--- src/rtl/bgpu_pkg.sv ---
// Shared decode definitions: instruction field layout, execution-unit and subtype
// encodings, and the decoded-instruction payload.
package bgpu_pkg;

  localparam int unsigned InstWidth     = 32;
  localparam int unsigned EuLsb         = 30;
  localparam int unsigned EuWidth       = 2;
  localparam int unsigned SubLsb        = 24;
  localparam int unsigned SubWidth      = 6;
  localparam int unsigned DstLsb        = 16;
  localparam int unsigned Op0Lsb        = 8;
  localparam int unsigned Op1Lsb        = 0;
  localparam int unsigned RegFieldWidth = 8;

  typedef enum logic [EuWidth-1:0] {
    EU_IU   = 2'd0,
    EU_LSU  = 2'd1,
    EU_BRU  = 2'd2,
    EU_RSVD = 2'd3
  } eu_e;

  // Subtype encodings; each unit defines subtypes 0 .. <Unit>NumSub-1
  localparam logic [SubWidth-1:0] IU_ADD    = 6'h05;
  localparam logic [SubWidth-1:0] IuNumSub  = 6'd16;
  localparam logic [SubWidth-1:0] LSU_LD    = 6'h00;
  localparam logic [SubWidth-1:0] LSU_ST    = 6'h01;
  localparam logic [SubWidth-1:0] LsuNumSub = 6'd4;
  localparam logic [SubWidth-1:0] BRU_BEZ   = 6'h00;
  localparam logic [SubWidth-1:0] BRU_BNZ   = 6'h01;
  localparam logic [SubWidth-1:0] BRU_JMP   = 6'h02;
  localparam logic [SubWidth-1:0] BRU_SYNC  = 6'h03;
  localparam logic [SubWidth-1:0] BruNumSub = 6'd4;

  typedef struct packed {
    eu_e                 eu;
    logic [SubWidth-1:0] subtype;
  } inst_t;

  typedef struct packed {
    inst_t                    inst;
    logic [RegFieldWidth-1:0] dst;
    logic [RegFieldWidth-1:0] op0;
    logic [RegFieldWidth-1:0] op1;
  } dec_inst_t;

  function automatic dec_inst_t split_inst(input logic [InstWidth-1:0] w);
    dec_inst_t d;
    d.inst.eu      = eu_e'(w[EuLsb +: EuWidth]);
    d.inst.subtype = w[SubLsb +: SubWidth];
    d.dst          = w[DstLsb +: RegFieldWidth];
    d.op0          = w[Op0Lsb +: RegFieldWidth];
    d.op1          = w[Op1Lsb +: RegFieldWidth];
    return d;
  endfunction

  function automatic logic inst_legal(input inst_t i);
    case (i.eu)
      EU_IU:   return i.subtype < IuNumSub;
      EU_LSU:  return i.subtype < LsuNumSub;
      EU_BRU:  return i.subtype < BruNumSub;
      default: return 1'b0;
    endcase
  endfunction

endpackage

--- src/rtl/barrier_tracker.sv ---
// Warp barrier bookkeeping: collects SYNC arrivals and releases every warp once
// all of them are parked.
module barrier_tracker #(
  parameter int unsigned NumWarps = 8,
  parameter int unsigned WidWidth = 3
) (
  input  logic                clk_i,
  input  logic                rst_i,
  input  logic                sync_valid_i,
  input  logic [WidWidth-1:0] sync_wid_i,
  output logic [NumWarps-1:0] waiting_o,
  output logic [NumWarps-1:0] release_o
);

  logic [NumWarps-1:0] waiting_q, waiting_d;
  logic [NumWarps-1:0] release_q, release_d;
  logic [NumWarps-1:0] entry;

  // The last arrival triggers release directly, so waiting never reads all ones.
  always_comb begin
    entry     = '0;
    release_d = '0;
    if (sync_valid_i) entry[sync_wid_i] = 1'b1;
    waiting_d = waiting_q | entry;
    if (&waiting_d) begin
      release_d = '1;
      waiting_d = '0;
    end
  end

  always_ff @(posedge clk_i) begin
    if (rst_i) begin
      waiting_q <= '0;
      release_q <= '0;
    end else begin
      waiting_q <= waiting_d;
      release_q <= release_d;
    end
  end

  assign waiting_o = waiting_q;
  assign release_o = release_q;

endmodule

--- src/rtl/decoder.sv ---
// Instruction decoder: one-deep dispatch register, jump redirect and barrier
// handling. Optional illegal-instruction checking via BGPU_DEC_ILLEGAL_CHECK_EN.
module decoder
  import bgpu_pkg::*;
#(
  parameter int unsigned PcWidth     = 16,
  parameter int unsigned NumWarps    = 8,
  parameter int unsigned WarpWidth   = 32,
  parameter int unsigned RegIdxWidth = 8,
  localparam int unsigned WidWidth   = (NumWarps > 1) ? $clog2(NumWarps) : 1
) (
  input  logic                   clk_i,
  input  logic                   rst_i,
  input  logic                   fe_valid_i,
  output logic                   fe_ready_o,
  input  logic [PcWidth-1:0]     fe_pc_i,
  input  logic [WidWidth-1:0]    fe_wid_i,
  input  logic [WarpWidth-1:0]   fe_mask_i,
  input  logic [31:0]            fe_inst_i,
  output logic                   disp_valid_o,
  input  logic                   disp_ready_i,
  output logic [PcWidth-1:0]     disp_pc_o,
  output logic [WidWidth-1:0]    disp_wid_o,
  output logic [WarpWidth-1:0]   disp_mask_o,
  output inst_t                  disp_inst_o,
  output logic [RegIdxWidth-1:0] disp_dst_o,
  output logic [RegIdxWidth-1:0] disp_op0_o,
  output logic [RegIdxWidth-1:0] disp_op1_o,
  output logic                   jmp_valid_o,
  output logic [WidWidth-1:0]    jmp_wid_o,
  output logic [PcWidth-1:0]     jmp_pc_o,
  output logic [NumWarps-1:0]    sync_release_o,
  output logic [NumWarps-1:0]    sync_waiting_o,
  output logic                   error_o
);

  dec_inst_t dec;
  logic      is_jmp, is_sync, illegal, fe_fire, load;
  logic signed [15:0] jmp_off;

  logic                   disp_valid_q, disp_valid_d;
  logic [PcWidth-1:0]     disp_pc_q, disp_pc_d;
  logic [WidWidth-1:0]    disp_wid_q, disp_wid_d;
  logic [WarpWidth-1:0]   disp_mask_q, disp_mask_d;
  inst_t                  disp_inst_q, disp_inst_d;
  logic [RegIdxWidth-1:0] disp_dst_q, disp_dst_d;
  logic [RegIdxWidth-1:0] disp_op0_q, disp_op0_d;
  logic [RegIdxWidth-1:0] disp_op1_q, disp_op1_d;
  logic                   jmp_valid_q, jmp_valid_d;
  logic [WidWidth-1:0]    jmp_wid_q, jmp_wid_d;
  logic [PcWidth-1:0]     jmp_pc_q, jmp_pc_d;

  assign dec        = split_inst(fe_inst_i);
  assign is_jmp     = (dec.inst.eu == EU_BRU) && (dec.inst.subtype == BRU_JMP);
  assign is_sync    = (dec.inst.eu == EU_BRU) && (dec.inst.subtype == BRU_SYNC);
  assign fe_ready_o = !disp_valid_q || disp_ready_i;
  assign fe_fire    = fe_valid_i && fe_ready_o;
  assign load       = fe_fire && !is_jmp && !is_sync && !illegal;
  assign jmp_off    = {dec.op0, dec.op1};

`ifdef BGPU_DEC_ILLEGAL_CHECK_EN
  logic error_q, error_d;

  assign illegal = !inst_legal(dec.inst);
  assign error_d = error_q || (fe_fire && illegal);

  always_ff @(posedge clk_i) begin
    if (rst_i) error_q <= 1'b0;
    else       error_q <= error_d;
  end

  assign error_o = error_q;
`else
  assign illegal = 1'b0;
  assign error_o = 1'b0;
`endif

  // Output register next-state; a draining beat is replaced or cleared.
  always_comb begin
    disp_valid_d = disp_valid_q;
    disp_pc_d    = disp_pc_q;
    disp_wid_d   = disp_wid_q;
    disp_mask_d  = disp_mask_q;
    disp_inst_d  = disp_inst_q;
    disp_dst_d   = disp_dst_q;
    disp_op0_d   = disp_op0_q;
    disp_op1_d   = disp_op1_q;
    jmp_valid_d  = fe_fire && is_jmp;
    jmp_wid_d    = jmp_wid_q;
    jmp_pc_d     = jmp_pc_q;
    if (disp_valid_q && disp_ready_i) disp_valid_d = 1'b0;
    if (load) begin
      disp_valid_d = 1'b1;
      disp_pc_d    = fe_pc_i;
      disp_wid_d   = fe_wid_i;
      disp_mask_d  = fe_mask_i;
      disp_inst_d  = dec.inst;
      disp_dst_d   = RegIdxWidth'(dec.dst);
      disp_op0_d   = RegIdxWidth'(dec.op0);
      disp_op1_d   = RegIdxWidth'(dec.op1);
    end
    if (fe_fire && is_jmp) begin
      jmp_wid_d = fe_wid_i;
      jmp_pc_d  = fe_pc_i + PcWidth'(jmp_off);
    end
  end

  always_ff @(posedge clk_i) begin
    if (rst_i) begin
      disp_valid_q <= 1'b0;
      disp_pc_q    <= '0;
      disp_wid_q   <= '0;
      disp_mask_q  <= '0;
      disp_inst_q  <= '0;
      disp_dst_q   <= '0;
      disp_op0_q   <= '0;
      disp_op1_q   <= '0;
      jmp_valid_q  <= 1'b0;
      jmp_wid_q    <= '0;
      jmp_pc_q     <= '0;
    end else begin
      disp_valid_q <= disp_valid_d;
      disp_pc_q    <= disp_pc_d;
      disp_wid_q   <= disp_wid_d;
      disp_mask_q  <= disp_mask_d;
      disp_inst_q  <= disp_inst_d;
      disp_dst_q   <= disp_dst_d;
      disp_op0_q   <= disp_op0_d;
      disp_op1_q   <= disp_op1_d;
      jmp_valid_q  <= jmp_valid_d;
      jmp_wid_q    <= jmp_wid_d;
      jmp_pc_q     <= jmp_pc_d;
    end
  end

  barrier_tracker #(
    .NumWarps (NumWarps),
    .WidWidth (WidWidth)
  ) u_barrier (
    .clk_i        (clk_i),
    .rst_i        (rst_i),
    .sync_valid_i (fe_fire && is_sync),
    .sync_wid_i   (fe_wid_i),
    .waiting_o    (sync_waiting_o),
    .release_o    (sync_release_o)
  );

  assign disp_valid_o = disp_valid_q;
  assign disp_pc_o    = disp_pc_q;
  assign disp_wid_o   = disp_wid_q;
  assign disp_mask_o  = disp_mask_q;
  assign disp_inst_o  = disp_inst_q;
  assign disp_dst_o   = disp_dst_q;
  assign disp_op0_o   = disp_op0_q;
  assign disp_op1_o   = disp_op1_q;
  assign jmp_valid_o  = jmp_valid_q;
  assign jmp_wid_o    = jmp_wid_q;
  assign jmp_pc_o     = jmp_pc_q;

endmodule

--- config.mk ---
export PLATFORM = sky130hd
export DESIGN_NAME = decoder
export DESIGN_NICKNAME = d
export VERILOG_FILES = /design/src/rtl/bgpu_pkg.sv /design/src/rtl/barrier_tracker.sv /design/src/rtl/decoder.sv
export SDC_FILE = /design/constraint.sdc
export NUM_CORES = 1
export LEC_CHECK = 0
export CAP_MARGIN = 0
export CORE_ASPECT_RATIO = 2
export CORE_MARGIN = 4
export CORE_UTILIZATION = 35
export DETAILED_ROUTE_END_ITERATION = 16
export GPL_ROUTABILITY_DRIVEN = 0
export PLACE_DENSITY = 0.71
export SKIP_LAST_GASP = 1
export SLEW_MARGIN = 15
export SYNTH_ARGS = -nofsm -noshare
export SYNTH_HDL_FRONTEND = slang
export SYNTH_SLANG_ARGS = --single-unit
--- constraint.sdc ---
create_clock -name clk_i -period 1.95 [get_ports clk_i]
set_input_delay 0.195 -clock clk_i [delete_from_list [all_inputs] [get_ports clk_i]]
set_output_delay 0.195 -clock clk_i [all_outputs]
set_load 0.02 [all_outputs]
### Signal wires by layer, run 1

Drawn at 4 px/um.
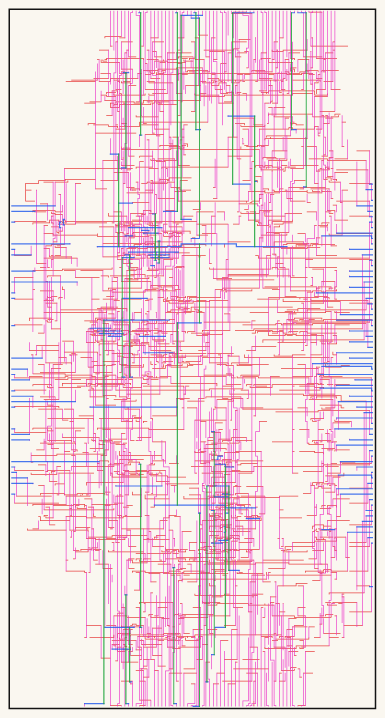
| color | layer | wire length |
|---|---|---|
| red | M1 | 5,780 um |
| blue | M3 | 776 um |
| magenta | M2 | 9,230 um |
| green | M4 | 975 um |

### Sequential cells grouped by signal name, run 1

Drawn at 4 px/um. Other sequential cells in the stronger gray, the rest of the logic in the fainter gray.
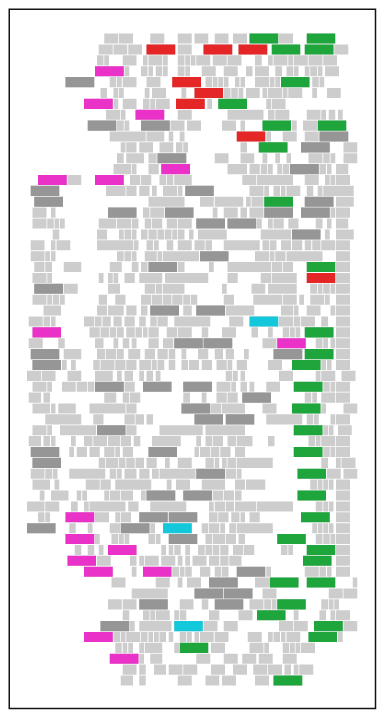
| color | name in the netlist | sequential cells |
|---|---|---|
| green | `disp_mask_o` | 32 |
| cyan | `disp_wid_o` | 3 |
| red | `disp_dst_o` | 8 |
| magenta | `disp_pc_o` | 16 |
not colored: 54

### M4 wires, run 1

Drawn at 4 px/um. Supply wires on this layer in gray. Cells faint in the background.
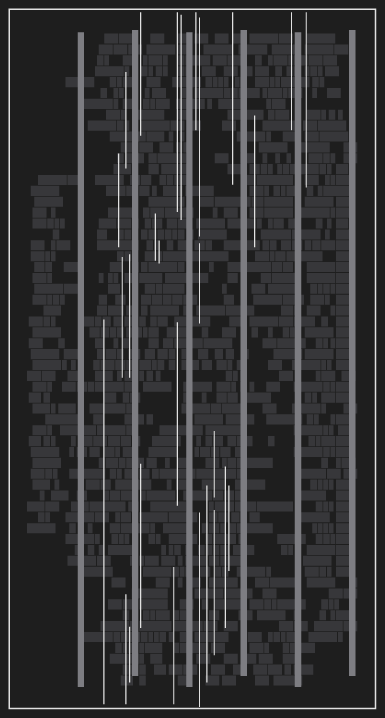
longest straight run: 95.9 um
main direction: vertical
share of all routed wire: 5.8%
nets with wire on the layer: 25

==> design notes, run 1 <==
The logs give 0 for the total count of hold-check failures in the final report and 5,297 for the number of global-route vias before repair. The total DRC errors in the routed layout is 0, and the number of primary I/O pins is 209. For this block, wires on met1 add up to 5780 um.

Layer with the highest usage after global routing: met2. After synthesis, the chip area reported by Yosys is 4850 sq um. Per the CTS log, the buffer count on the longest clock path is 2.

The run gives 831 nW/um^2 for the total power per unit cell area. STA classifies the critical path startpoint as a primary input. The initial DRC count is 211. Cell depth of the worst flop-to-flop path: 7. The maximum cell stage delay along the critical path is 0.42 ns. The final count of pins violating max slew is 0. The cell leakage power is 3.28 nW, and the total negative slack is 0 ns.

The largest fanout of any net on the critical path was 3; the total length of routed met3 wires was 775 um. TritonCTS built the clock tree. The wire length recorded after detailed routing is 16,800 um. The first global-routing pass estimated 26,100 um of wire. Pre-placement core utilization: 0.359. The number of buffers inserted for hold repair after clock tree synthesis is 0. The gate-level netlist out of Yosys references 53 unique cell types. The count of library flops with an enable pin works out to 0.

The most critical min-delay path falls under in2reg. Before antenna repair, the detailed router went through 6 iterations. The share of Yosys cell area claimed by the top area cell type came out at 0.467. The share of final-layout standard cells stronger than drive strength 1 works out to 0.141. The setup slack on the worst flop-to-flop path is 0.11 ns. Per the STA report, the cell with the highest stage delay on the worst path is fa_2.

Remaining max-slew budget at the tightest pin: 0.589. The run finished with clean final reports. The post-synthesis share of cell area spent on full adders, half adders and majority gates was 0.0428.

The worst-case setup margin in the final layout came out at 0.0538 ns.
run 1: placed cells by master, fill, tap and decap left out, types with 2 or more instances in the layout:
cell type and n:
nand2_1 192, a21o_1 7, buf_12 6, and2_1 8, nor2_1 15, a31oi_1 3
inv_1 7, a211oi_1 4, nor3_1 11, xor2_1 2, nand2b_1 2, bufinv_16 3
a21oi_1 109, and3_1 4, buf_4 65, clkbuf_16 17, ha_1 10, clkbuf_8 3
dlygate4sd2_1 7, clkdlybuf4s50_1 190, clkinvlp_4 3, o21ai_0 11, nor4_1 2, ha_4 5
dfxtp_1 113, nand3_1 15, clkbuf_1 2, dlymetal6s2s_1 7, nand3b_1 3, xnor2_1 4
clkinv_2 2, buf_2 2, nand4_1 5
run 1: per-stage QoR:
stage               std cells  utilization  hold slack (ns)  cell area (sq um)  total power [mW]
floorplan                 614            -            0.331               4850              3.04
detailed placement        994        0.554            0.446               7490              3.68
global placement          994        0.554            0.441               7490              3.66
finish                   1029        0.608           0.0904               8210              6.82
global route             1029        0.608           0.0819               8210              7.11
CTS                      1029        0.603           0.0660               8150              6.90
run 1: final cells by class:
type                    count  area, sq um
clock buffers              22          474
clock inverters             9          131
fillers                  1175         5300
inverters                   7         26.3
multi-input cells         446         2450
flip-flops and latches    113         2260
well taps                 155          194
repair buffers            277         2670
run 1: sequential cells by signal, indices dropped and copies added (netlist names):
signal / count
u_barrier.waiting_o: 8
disp_op1_o: 8
u_barrier.release_o: 1
disp_pc_o: 16
jmp_wid_o: 3
disp_wid_o: 3
jmp_pc_o: 16
disp_mask_o: 32
disp_valid_o: 1
disp_dst_o: 8
disp_inst_o: 8
disp_op0_o: 8
jmp_valid_o: 1
run 1: power by group:
group	internal (mW)	leakage (nW)	switching (mW)
logic	0.599	2.06	0.588
registers	2.42	0.925	0.0511
clock network	2.10	0.288	1.06
### Clock nets, run 1

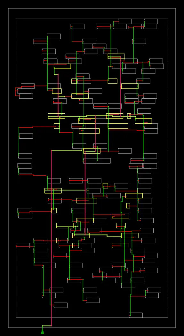

==> inputs of run 2 (changes only) <==
- CORE_UTILIZATION: 35 -> 38
- PLACE_DENSITY: 0.71 -> 0.76
- SKIP_CTS_REPAIR_TIMING: unset -> 1
### Clock nets, run 2

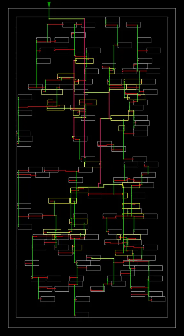
number of clock buffers in the layout: 20
sequential cell count of the final layout: 113
clk latency late pin: 0.40 ns

### Placement density heat map, run 2

Drawn at 3 px/um. 9 x 17 tiles, from white (low) to dark blue (high), 0 to 100% covered.
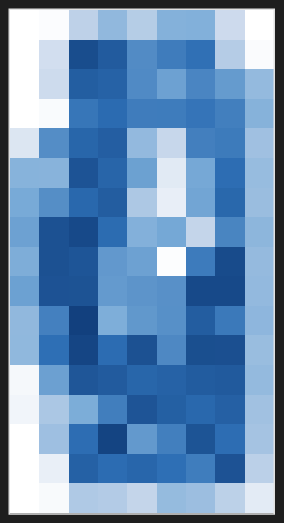
mean over tiles: 54%
tiles over 75% full: 31%
nearly empty tiles: 6.5%
fullest tile: 94%
total core area: 12,600 sq um
Final Util: 0.652
FP Util: 0.386

==> run 2 against run 1 <==
Non-clock buffer count fell by 7; setup slack worse by 0.047 ns; clock skew is 0.0018 ns higher; area after synthesis stayed put; global-route usage rose by 2.1 points; hold slack lost 0.048 ns; core utilization increased by 4.4 points; combinational power is essentially flat; maximum frequency down 2.4%; critical path depth grew 1; sequential share of layout area increased by 0.084 points.
==> design notes, run 2 <==
The final count of pins violating max slew is 0. TritonCTS built the clock tree. The tools report the initial DRC count as 249. The share of final-layout standard cells stronger than drive strength 1 came out at 0.139.

In the layout the commonest cells are 192 x nand2_1, 190 x clkdlybuf4s50_1, 113 x dfxtp_1, 108 x a21oi_1, 60 x buf_4. With the relative contribution of sequential cells to total power at 0.361, the setup slack on the worst flop-to-flop path is 0.12 ns. Total power per unit cell area: 836 nW/um^2.

The cell leakage power was 3.29 nW. With the number of global-route vias before repair at 5,440, the count of library flops with an enable pin is 0. The worst hold margin is 0.0419 ns, and the routed wire length is 17,000 um.

The combinational power share is 0.174, and the count of different cell masters after synthesis is 53. The register with the most flip-flops in the layout has 32 of them. The flow ran to the end, and the final reports show no timing, DRC or antenna violations.

Fill cells in the final layout number 1,030. The post-detailed-placement cell area is 7410 sq um, and the buffer depth of the longest clock path is 2. Per the detail_route report, DRC violations left total 0. The global-route wire length before repair came out at 26,400 um. After routing the design area is 8180 sq um.

Once layout is complete, the cells apart from fillers number 1,018. The OpenROAD report gives the critical path a required time of 2.22 ns. In this run, placement finished with an instance count of 983. Pin placement for this block handled 209 I/O pins. The switching power as a share of total power works out to 0.256. According to the report, the first pass of detailed routing completed in 4 iterations. The overall global routing resource usage is 0.228.

The run gives 4850 sq um for the area figure in the yosys stat output. Largest fanout of any net on the critical path: 3. The worst register-to-register path begins at disp_valid_o$_SDFFE_PP0P_.

The run gives 113 as the number of clock sinks. The worst setup path is launched from a primary input. For the total negative slack, the log shows 0 ns.

Per the OpenROAD power report, switching power amounts to 1.75 mW. For reference, the final report shows the hold violation count at 0. The power after layout is 6.84 mW.

The run gives 717 for the net count after synthesis. Setup repair after global routing could not meet its margin everywhere. For the clock power share, the log shows 0.465.

The worst hold path belongs to the class in2reg. For the worst-case setup margin in the final layout, the log shows 0.00717 ns. With the share of Yosys cell area claimed by the top area cell type at 0.467, the total internal power is 5.09 mW. The commonest non-fill, non-tap cell in the layout was nand2_1.
[run 2: netlist changes by cell type in the layout (fill, tap and decap cells not counted), sizes merged]
cell and delta:
clkbuf -2, clkinvlp +1, buf -7, dlygate4sd2 -7, dlymetal6s2s +7, inv +2
[run 2: worst paths after layout]
check,to,cells after the start
min,disp_pc_o[0]$_SDFFE_PP0P_,3
max reg2reg,u_barrier.release_o[6]$_SDFF_PP0_,7
min reg2reg,disp_mask_o[0]$_SDFFE_PP0P_,2
max,jmp_pc_o[10]$_SDFFE_PP0P_,9
[run 2: power by group through the flow]
stage,logic (mW),clock network (mW),registers [mW]
floorplan,0.396,0,2.64
global placement,1.13,0,2.51
detailed placement,1.16,0,2.52
CTS,1.16,3.25,2.47
global route,1.28,3.36,2.48
finish,1.19,3.18,2.47
[run 2: cells by family after synthesis]
family / share of synthesized area
mux: 0.00207
xor+xnor: 0.0108
compound gates: 0.185
buf+inv: 0.0490
flops: 0.467
other cells: 0.000774
fa+ha+maj: 0.0428
simple gates: 0.242
[run 2: critical path, cell delays in order]
cell,delay (ns)
buf_8,0.10
ha_4,0.16
fa_2,0.37
a21o_1,0.21
a221o_1,0.39
a21bo_2,0.24
a2111o_1,0.42
nand3_2,0.09
a21oi_2,0.05
[run 2: area by class of cell]
type / count / area (sq um) / area share
tap: 150 / 188 / 0.0229
clock buffer: 20 / 457 / 0.0558
clock inverter: 12 / 156 / 0.0191
multi-input combinational: 446 / 2460 / 0.301
sequential: 113 / 2260 / 0.276
timing repair buffer: 270 / 2630 / 0.322
inverter: 7 / 26.3 / 0.00321
[run 2: layer usage]
metal,part of all wire,vias up,global-route usage
met2,0.56,221,0.425
met1,0.34,2485,0.226
met3,0.058,54,0.0433
li1,-,2545,-
met4,0.045,0,0.124
met5,0,-,0
### M4 wires, run 2

Drawn at 4 px/um. Supply wires on this layer in gray. Cells faint in the background.
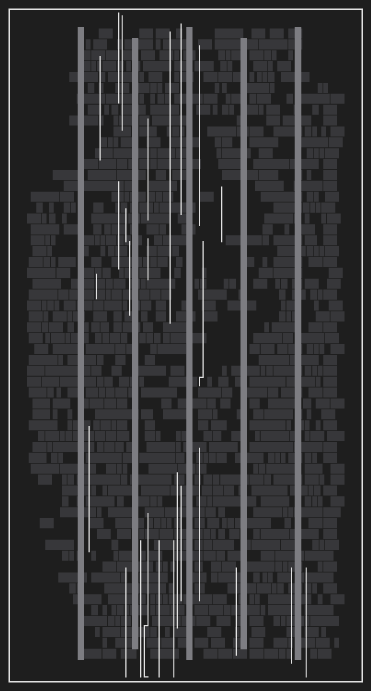

==> inputs of run 3 (changes only) <==
- TNS_END_PERCENT: unset -> 1
### M4 wires, run 3

Drawn at 4 px/um. Supply wires on this layer in gray. Cells faint in the background.
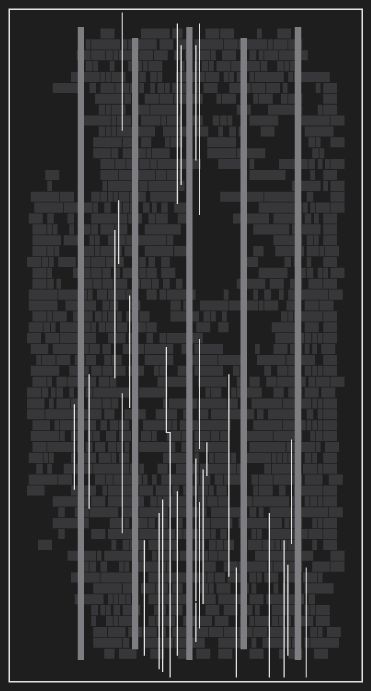
main direction: vertical
longest straight run: 61.1 um
wire length on this layer: 961 um
share of all routed wire: 5.7%

==> run 3 against run 2 <==
Setup slack worse by 0.079 ns; area after synthesis unchanged; largest power group unchanged; count of clock-buffer cells in the layout unchanged; the flow now finishes with violations (negative setup slack).
==> design notes, run 3 <==
In this design, the largest share of critical-path delay is due to AND-OR/OR-AND gates. The launch point of the worst min-delay path is recorded as fe_pc_i[0]. Leaving out fill and tap cells, the most frequent cells in the layout are 194 x clkdlybuf4s50_1, 192 x nand2_1, 113 x dfxtp_1, 109 x a21oi_1, 64 x buf_4.

With the overall global routing resource usage at 0.222, the switching power as a share of total power is 0.253. Looking at the critical path, the single cell with the biggest stage delay is a2111o_1. The run gives 0.40 ns as the insertion delay to the later sink of the worst-skew pair.

Area fraction in compound gates: 0.185. The run gives 0.177 as the combinational power share. The flow ran to the end, but the final reports show violations.

The final reports fail on negative setup slack. Once iteration 0 of detailed routing completed, the report listed 249 DRC markers. With the post-synthesis share of cell area spent on full adders, half adders and majority gates at 0.0428, the power drawn by the combinational cells is 1.20 mW.

Counting instances, the worst hold path has a depth of 3. The relative contribution of sequential cells to total power was 0.366; the number of flip-flops in the largest register was 32. The tools report the worst reg2reg path startpoint as disp_valid_o$_SDFFE_PP0P_. With the final count of pins violating max slew at 0, the setup violation total in the final timing report is 2.

At floorplan, the net count of the design was reported as 717. For the clock power share, the log shows 0.457. With the met2 demand-to-capacity share in global routing at 0.404, the buffers plus inverters on the worst setup path is 1. Global routing met3 resource utilization: 0.0423. The post-synthesis share of cell area spent on xor and xnor gates is 0.0108.

The count of different cell masters after synthesis is 53, and the number of standard cells in the final layout excluding fillers is 1,022. With the placed cell count at 987, the area figure in the yosys stat output is 4850 sq um. For the number of global-route vias before repair, the log shows 5,347. Max fanout on the critical path was recorded as 3. Per the detailed-route log, wirelength across all metal layers totals 16,800 um. The cell depth of the worst flop-to-flop path works out to 7. For the global-route wire length before repair, the log shows 25,700 um. The logs give 12,600 sq um for the core region area and -0.0720 ns for the worst-case setup margin in the final layout.

TritonCTS built the clock tree. The simple-gate share of the synthesized area came out at 0.242. Number of primary I/O pins: 209. The kind of start point of the critical path was a primary input. The critical path goes through buf_4, ha_4, fa_2, a21o_1, a221o_1, a21bo_2, a2111o_1, nand3_2, a21oi_2. With the share of final-layout standard cells stronger than drive strength 1 at 0.141, the net switching component of the power is 1.70 mW. The pre-placement core utilization is 0.386, and the power after layout is 6.75 mW. The biggest combinational cell group after synthesis was simple AND/OR/NAND/NOR gates.

The run gives 7 for the number of iterations in the first detailed-routing pass. Post-synthesis async set-or-reset flop share: 0. The leakage power in the latest report is 3.28 nW.

The tools report the hold path endpoint as disp_pc_o[0]$_SDFFE_PP0P_. The setup check on the worst reg-to-reg path leaves a slack of 0.24 ns. The synthesized design contains 0 enable-type register cells. Data required time at the worst endpoint: 2.23 ns.

The class of the tightest hold or removal check is in2reg. Summed over all sequential cells, the power is 2.47 mW.
### Clock nets, run 3

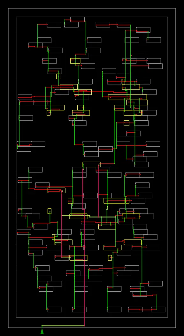
total clock sinks: 113
worst clock skew: 0.0103 ns
clk pwr: 3.08 mW
clock buffer count from CTS: 17

-- run 3: final cells by class --
class                      instances  area, sq um
clock buffer                      20          447
clock inverter                    11          139
fill                            1031         4360
inverter                           7         26.3
multi-input combinational        446         2460
sequential                       113         2260
tap                              150          188
timing repair buffer             275         2670
-- run 3: how the worst max path moves through the flow --
stage | start | end | cells after the start
2_1_floorplan | fe_pc_i[0] | jmp_pc_o[10]$_SDFFE_PP0P_ | 8
3_3_place_gp | fe_pc_i[0] | jmp_pc_o[10]$_SDFFE_PP0P_ | 9
3_5_place_dp | fe_pc_i[0] | jmp_pc_o[10]$_SDFFE_PP0P_ | 9
4_1_cts | fe_pc_i[0] | jmp_pc_o[10]$_SDFFE_PP0P_ | 9
5_1_grt | fe_inst_i[0] | jmp_pc_o[10]$_SDFFE_PP0P_ | 9
6_report | fe_inst_i[0] | jmp_pc_o[10]$_SDFFE_PP0P_ | 9
-- run 3: metrics by stage --
step / hold WS (ns) / setup WS, ns / util / setup TNS, ns / instance area, sq um
final: 0.0787 / -0.0720 / 0.653 / -0.0957 / 8200
after global routing: 0.0683 / -0.113 / 0.653 / -0.704 / 8200
after CTS: 0.216 / -0.289 / 0.641 / -1.67 / 8050
after detailed placement: 0.446 / -0.698 / 0.595 / -15.67 / 7460
after global placement: 0.441 / -0.648 / 0.595 / -9.29 / 7460
after floorplan: 0.331 / -0.113 / - / -0.130 / 4850
-- run 3: worst register-to-register path, cell delays in order (launching register included) --
cell and delay (ns):
dfxtp_1 0.31, nand2b_1 0.14, nand4_4 0.17, nor2_4 0.18
nand4_1 0.15, a2111oi_4 0.36, buf_4 0.20, and2_1 0.13
-- run 3: per-layer routing --
layer,vias to the layer above,routed length [um]
met4,0,961
li1,2569,-
met2,206,9120
met3,61,879
met1,2424,5800
met5,-,0
Power figures rest on the tool's default switching activity, not on a simulated workload.
